## config.mk

```make
export PLATFORM = sky130hd
export DESIGN_NAME = ex_muldiv_unit
export DESIGN_NICKNAME = d
export VERILOG_FILES = /design/src/rtl/ex_muldiv_unit.sv
export SDC_FILE = /design/constraint.sdc
export NUM_CORES = 1
export LEC_CHECK = 0
export CAP_MARGIN = 20
export CORE_MARGIN = 4
export CORE_UTILIZATION = 25
export CTS_BUF_LIST = sky130_fd_sc_hd__clkbuf_8
export CTS_CLUSTER_DIAMETER = 120
export DETAILED_ROUTE_END_ITERATION = 8
export GPL_ROUTABILITY_DRIVEN = 0
export SETUP_SLACK_MARGIN = 0.02
export SYNTH_ARGS = -nofsm -noshare
export SYNTH_HDL_FRONTEND = slang
export SYNTH_SLANG_ARGS = --single-unit
```

## constraint.sdc

```tcl
create_clock -name clk -period 6.3 [get_ports clk]
set_input_delay 0.63 -clock clk [delete_from_list [all_inputs] [get_ports clk]]
set_output_delay 0.63 -clock clk [all_outputs]
set_load 0.005 [all_outputs]
```

## src/rtl/ex_muldiv_unit.sv

```systemverilog
// ex_muldiv_unit -- iterative RV32M multiply/divide unit for the EX stage.
// Multiplies use one shift-add step per cycle over a 64-bit product;
// divides use one restoring step per cycle on operand magnitudes. The unit
// stalls the front of the pipeline while it computes and pulses
// ResultValidE for one cycle in DONE.
// Optional feature: define MULDIV_EARLY_OUT_EN to finish a multiply with a
// zero operand, or a divide by zero, after a single compute cycle.
module ex_muldiv_unit (
  input  logic        clk,
  input  logic        reset,
  input  logic        StartD2E,
  input  logic [2:0]  MulDivOpD2E,
  input  logic [31:0] OperandAD2E,
  input  logic [31:0] OperandBD2E,
  input  logic [4:0]  WriteAddressD2E,
  input  logic        FlushE,
  output logic        StallE,
  output logic [31:0] ResultE,
  output logic        ResultValidE,
  output logic [4:0]  ResultAddressE
);

  typedef enum logic [1:0] {
    IDLE = 2'd0,
    MUL  = 2'd1,
    DIV  = 2'd2,
    DONE = 2'd3
  } stateT;

  stateT       state;
  stateT       nextState;
  logic [4:0]  count;

  // Latched operation.
  logic [2:0]  opReg;
  logic [31:0] operandA;
  logic [31:0] operandB;
  logic [4:0]  addrReg;

  // Multiply working set: running product, shifted multiplicand, multiplier.
  logic [63:0] acc;
  logic [63:0] mcand;
  logic [31:0] mplier;

  // Divide working set: partial remainder, dividend/quotient, divisor.
  logic [31:0] rem;
  logic [31:0] quo;
  logic [31:0] divisor;
  logic        negQuo;
  logic        negRem;

  // One-step results and the final value captured on entry to DONE.
  logic [63:0] accNext;
  logic [32:0] shifted;
  logic [31:0] remNext;
  logic [31:0] quoNext;
  logic [31:0] finalResult;

  // Decode of the incoming op used when latching.
  logic        accept;
  logic        aSigned;
  logic        bSigned;
  logic        divSigned;
  logic [63:0] aExt;
  logic [31:0] magA;
  logic [31:0] magB;

  logic        earlyOut;
  logic        lastStep;

  assign accept = (state == IDLE) && StartD2E && !FlushE;

  // MUL, MULH and MULHSU treat rs1 as signed; only MUL and MULH treat rs2 as
  // signed. DIV and REM (funct3 bit 0 clear) are the signed divides.
  assign aSigned   = (MulDivOpD2E[1:0] != 2'b11);
  assign bSigned   = !MulDivOpD2E[1];
  assign divSigned = !MulDivOpD2E[0];
  assign aExt      = {{32{aSigned & OperandAD2E[31]}}, OperandAD2E};
  assign magA      = (divSigned && OperandAD2E[31]) ? (32'd0 - OperandAD2E) : OperandAD2E;
  assign magB      = (divSigned && OperandBD2E[31]) ? (32'd0 - OperandBD2E) : OperandBD2E;

`ifdef MULDIV_EARLY_OUT_EN
  logic earlyReg;

  // Remember at issue whether this op can finish after one compute cycle.
  always_ff @(posedge clk or negedge reset) begin
    if (!reset) begin
      earlyReg <= 1'b0;
    end else if (accept) begin
      earlyReg <= MulDivOpD2E[2] ? (OperandBD2E == 32'd0)
                                 : ((OperandAD2E == 32'd0) || (OperandBD2E == 32'd0));
    end
  end

  assign earlyOut = earlyReg;
`else
  assign earlyOut = 1'b0;
`endif

  assign lastStep = (count == 5'd31) || earlyOut;

  // State register.
  always_ff @(posedge clk or negedge reset) begin
    if (!reset) begin
      state <= IDLE;
    end else begin
      // NOTE: non-blocking so every flop samples pre-edge values regardless of block order.
      state <= nextState;
    end
  end

  // Next-state, stall and result-valid decode.
  always_comb begin
    // NOTE: every output gets a default first so no path can infer a latch.
    nextState    = state;
    StallE       = 1'b0;
    ResultValidE = 1'b0;
    case (state)
      IDLE: begin
        if (StartD2E && !FlushE) begin
          StallE    = 1'b1;
          nextState = MulDivOpD2E[2] ? DIV : MUL;
        end
      end
      MUL, DIV: begin
        StallE = 1'b1;
        if (FlushE) begin
          nextState = IDLE;
        end else if (lastStep) begin
          nextState = DONE;
        end
      end
      DONE: begin
        ResultValidE = 1'b1;
        nextState    = IDLE;
      end
      default: nextState = IDLE;
    endcase
    // The start term is combinational on inputs, so hold it off during reset.
    if (!reset) begin
      StallE = 1'b0;
    end
  end

  // One shift-add and one restoring step, plus sign fix-up of the outcome.
  always_comb begin
    accNext = acc + (mplier[0] ? mcand : 64'd0);
    shifted = {rem, quo[31]};
    if (shifted >= {1'b0, divisor}) begin
      remNext = shifted[31:0] - divisor;
      quoNext = {quo[30:0], 1'b1};
    end else begin
      remNext = shifted[31:0];
      quoNext = {quo[30:0], 1'b0};
    end

    finalResult = 32'd0;
    if (state == MUL) begin
      if (earlyOut) begin
        finalResult = 32'd0;
      end else if (opReg[1:0] == 2'b00) begin
        finalResult = accNext[31:0];
      end else begin
        finalResult = accNext[63:32];
      end
    end else begin
      // Division by zero is defined independently of signedness.
      if (operandB == 32'd0) begin
        finalResult = opReg[1] ? operandA : 32'hFFFF_FFFF;
      end else if (opReg[1]) begin
        finalResult = negRem ? (32'd0 - remNext) : remNext;
      end else begin
        finalResult = negQuo ? (32'd0 - quoNext) : quoNext;
      end
    end
  end

  // Datapath: latch on issue, iterate while computing, capture on entry to DONE.
  always_ff @(posedge clk or negedge reset) begin
    if (!reset) begin
      count          <= 5'd0;
      opReg          <= 3'd0;
      operandA       <= 32'd0;
      operandB       <= 32'd0;
      addrReg        <= 5'd0;
      acc            <= 64'd0;
      mcand          <= 64'd0;
      mplier         <= 32'd0;
      rem            <= 32'd0;
      quo            <= 32'd0;
      divisor        <= 32'd0;
      negQuo         <= 1'b0;
      negRem         <= 1'b0;
      ResultE        <= 32'd0;
      ResultAddressE <= 5'd0;
    end else begin
      if (accept) begin
        count    <= 5'd0;
        opReg    <= MulDivOpD2E;
        operandA <= OperandAD2E;
        operandB <= OperandBD2E;
        addrReg  <= WriteAddressD2E;
        // A negative 33-bit multiplier contributes -A * 2^32 through its sign bit.
        acc      <= (bSigned && OperandBD2E[31]) ? (64'd0 - {OperandAD2E, 32'd0}) : 64'd0;
        mcand    <= aExt;
        mplier   <= OperandBD2E;
        rem      <= 32'd0;
        quo      <= magA;
        divisor  <= magB;
        negQuo   <= divSigned && (OperandAD2E[31] ^ OperandBD2E[31]);
        negRem   <= divSigned && OperandAD2E[31];
      end else if ((state == MUL) || (state == DIV)) begin
        count  <= count + 5'd1;
        acc    <= accNext;
        mcand  <= {mcand[62:0], 1'b0};
        mplier <= {1'b0, mplier[31:1]};
        rem    <= remNext;
        quo    <= quoNext;
        if (!FlushE && lastStep) begin
          ResultE        <= finalResult;
          ResultAddressE <= addrReg;
        end
      end
    end
  end

endmodule

```

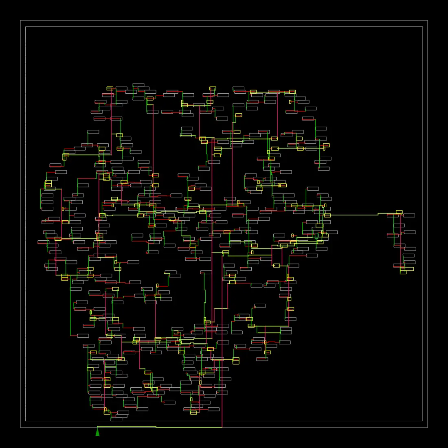
Figure 1: the clock network.
CTS Sinks: 372
clock network power: 2580 uW
flop count: 372

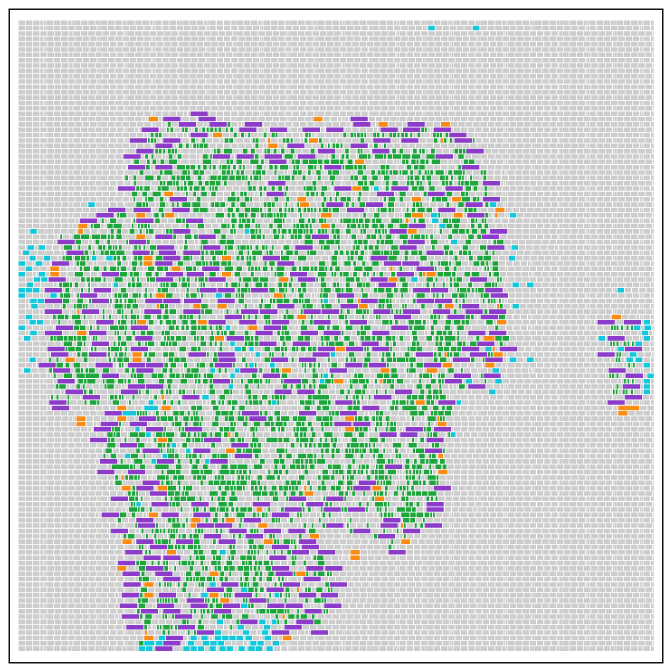
Figure 2: placement by cell class.
Fill, decap, tap and diode cells in grey.
Key: cyan = remaining buffers and delay cells [cells 150, share of their area 5.1%]; purple = registers [cells 372, share of their area 33%]; orange = clock drivers and dummy loads [cells 125, share of their area 5.3%]; green = remaining logic cells [cells 2588, share of their area 57%]

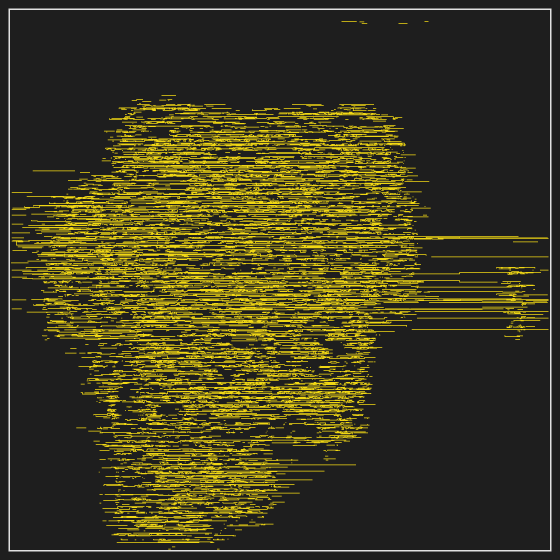
Figure 3: met1 routing.
The longest straight run is 85.6 um. The layer holds 45% of the routed length. The layer carries 42.0 mm of wire.

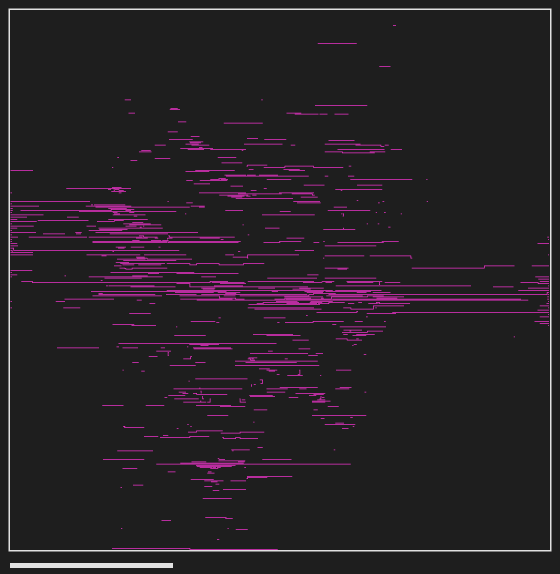
Figure 4: metal 3.
The bar under the picture is 100 um long.
The wires run mostly horizontal. 359 nets have wire on it.

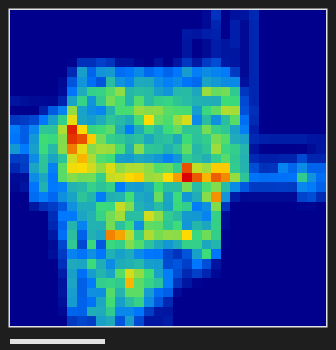
Figure 5: signal metal coverage by tile.
The bar under the picture is 100 um long. The die is cut into 33 by 33 equal tiles; dark blue is low, red is high, scaled to the fullest tile. Values are wire area over tile area, all layers added.
43% of the tiles are nearly empty. The mean over all tiles is 0.14. The fullest tile reaches 0.70. The emptiest ninth of the die: lower right. The densest ninth of the die: centre.
Post-Route WL: 93.32 mm
Vias: 24257
Tot GR Track Use: 16.28%

==> flow_summary.yaml <==
# flow metrics
synthesis:
  ys_sh_xor_pct: 7.431
  edf_count: 0
  synth_top_cell_by_area: "dfrtp_1"
  yosysWarnings: 0
  ys_sh_aoi_pct: 21.04
  mux_share_pct: 6.188
  netlist_logic_family_top: "AND-OR/OR-AND gates"
  ys_cells: 3162
  ys_seq_elements: 372
  ys_seq_share_pct: 35.58
  syn_area_mm2: 0.02617
  avgSynthCellArea_um2: 8.275
  synth_cell_type_count: 99
  area_leaders: "dfrtp_1 36%, nand2_1 6.8%, mux2i_1 5.9%"
  synthArstFlopShare_pct: 100.0
  most_common_cell: "nand2_1"
  simple_gate_area_share_pct: 20.49
  synthFlopType: "dfrtp_1"
  syn-num-nets: 3344
  yosys-top-cells-count: "474 x nand2_1, 372 x dfrtp_1, 281 x o21ai_0, 276 x nor2_1, 221 x a21oi_1"
  ys_sh_adder_pct: 5.126
  synthCells: 3162
power_and_ir_drop:
  p_leak_uw: 0.01290
  power_uw: 19870
  pwr-share-comb_pct: 64.5
  power.switching_uw: 10140
  powerSeq_uw: 4460
  intPower_uw: 9733
  power_density_mw_per_mm2: 660.9
  pwr-share-clk_pct: 13.0
  largestPowerGroup: "combinational cells"
  seqPwrFrac_pct: 22.4
  switching_share_pct: 51.02
  comb_power_uw: 12800
  ir_drop_mv: 0.6818
route:
  highest_layer: "met5"
  drt_iter0_drc: 2382
  ant_nets: 0
  routed_via_density: 5.254
  drt-met1-wl_mm: 41.96
  met2_length_mm: 40.04
  post-route-drc-count: 0
  wl_met3_mm: 7.864
  drt-pass1-iter-count: 5
finish:
  antenna_cells: 2
  top_regs: "acc: 64 flops, mcand: 64 flops"
  nClkBuffers: 93
  inverters: 73
  nets: 3367
  comb_area_share_pct: 52.57
  clock_area_share_pct: 5.002
  logic_area_mm2: 0.01581
  n_fill_cell: 11072
  final_util_pct: 28.97
  seq_share_pct: 30.96
  fin_cells: 4617
  syn2layout_area_growth_pct: 14.91
  final_common_cell: "nand2_1"
  layout-drive-gt1-share_pct: 6.522
  logic_gates: 2515
  finalInstanceArea_mm2: 0.03007
  n_all_buffers: 150
  bufAreaShareNonClock_pct: 4.802
  regArea_mm2: 0.009309
  final_cell_mix: "472 x nand2_1, 372 x dfrtp_1, 281 x o21ai_0"
global_routing:
  grt_pass1_wl_mm: 141.7
  gr-usage-met1_pct: 22.93
  antenna_found_initial: 6
  grt_remaining_overflow: 0
  grt_pass1_vias: 23211
  grt_busiest_layer: "met2"
  gr-usage-met2_pct: 24.34
  grt_max_degree: 147
sta:
  hold_violations: 0
  tns_ns: 0
  tightest_slew_ns: 1.108
  finalWorstSetupSlack_ns: 0.8153
  slew_headroom_pct: 26.14
  clock_skew_ns: 0.06963
  max_freq_mhz: 182.3
  min_period_ns: 5.485
  hold_slack_ns: 0.4646
  slew_violations: 0
  finalClockPeriodUsage_pct: 87.06
floorplanning:
  nWellTaps: 1380
  initCoreUtil_pct: 25.21
  die_y_um: 331.5
  chip_area_mm2: 0.1099
  ios: 115
  core-area_mm2: 0.1038
  rows: 118
run:
  warning_count: 37
worst_setup_path:
  reg2reg_setup_slack_ns: 0.82
  cpMaxStageDelayCell: "a2111oi_0"
  worst-path-stages: 17
  critPathTopFamily: "AND-OR/OR-AND gates"
  cp_num_buf_inv: 1
  rr_startpoint: "rem[23]"
  path_class: "reg -> reg"
  end_kind: "register"
  worstPathArrival_ns: 6.04
  worstReg2RegEnd: "ResultE[28]"
  rr_worst_depth: 17
  crit_start: "rem[23]"
  critPathMaxStageDelay_ns: 0.69
  path_max_fanout: 7
  crit_chain: "ha_1, nand4_1, nor4_1, o21ai_1, a31oi_2, or2_2, inv_2, mux2i_1, ha_1, o2111ai_1, a2111oi_0, a41o_1, o211ai_2, or3_1, nor3_2, mux2i_1, o211ai_2"
  required_ns: 6.86
  endpoint: "ResultE[28]"
placed_design:
  placed_area_mm2: 0.02855
  hpwl_mm: 69.04
  placed_cells: 4489
  numPortBuffers: 114
clock_network:
  cts_tree: "built"
  cts_buffers: 73
  clockRootBuffer: "clkbuf_8"
  holdBufCountCts: 1
  cts_buffer_depth: 3
  clk_pin_slew_worst_paths_ns: 0.07
  h-tree-depth: 3
  insertion_delay_ns: 0.72
min_path:
  whs_endpoint: "ResultAddressE[4]"
  hp-class: "reg -> reg"
outcome:
  status: "completed"
No activity file was given, so power comes from the tool's default toggle rates.
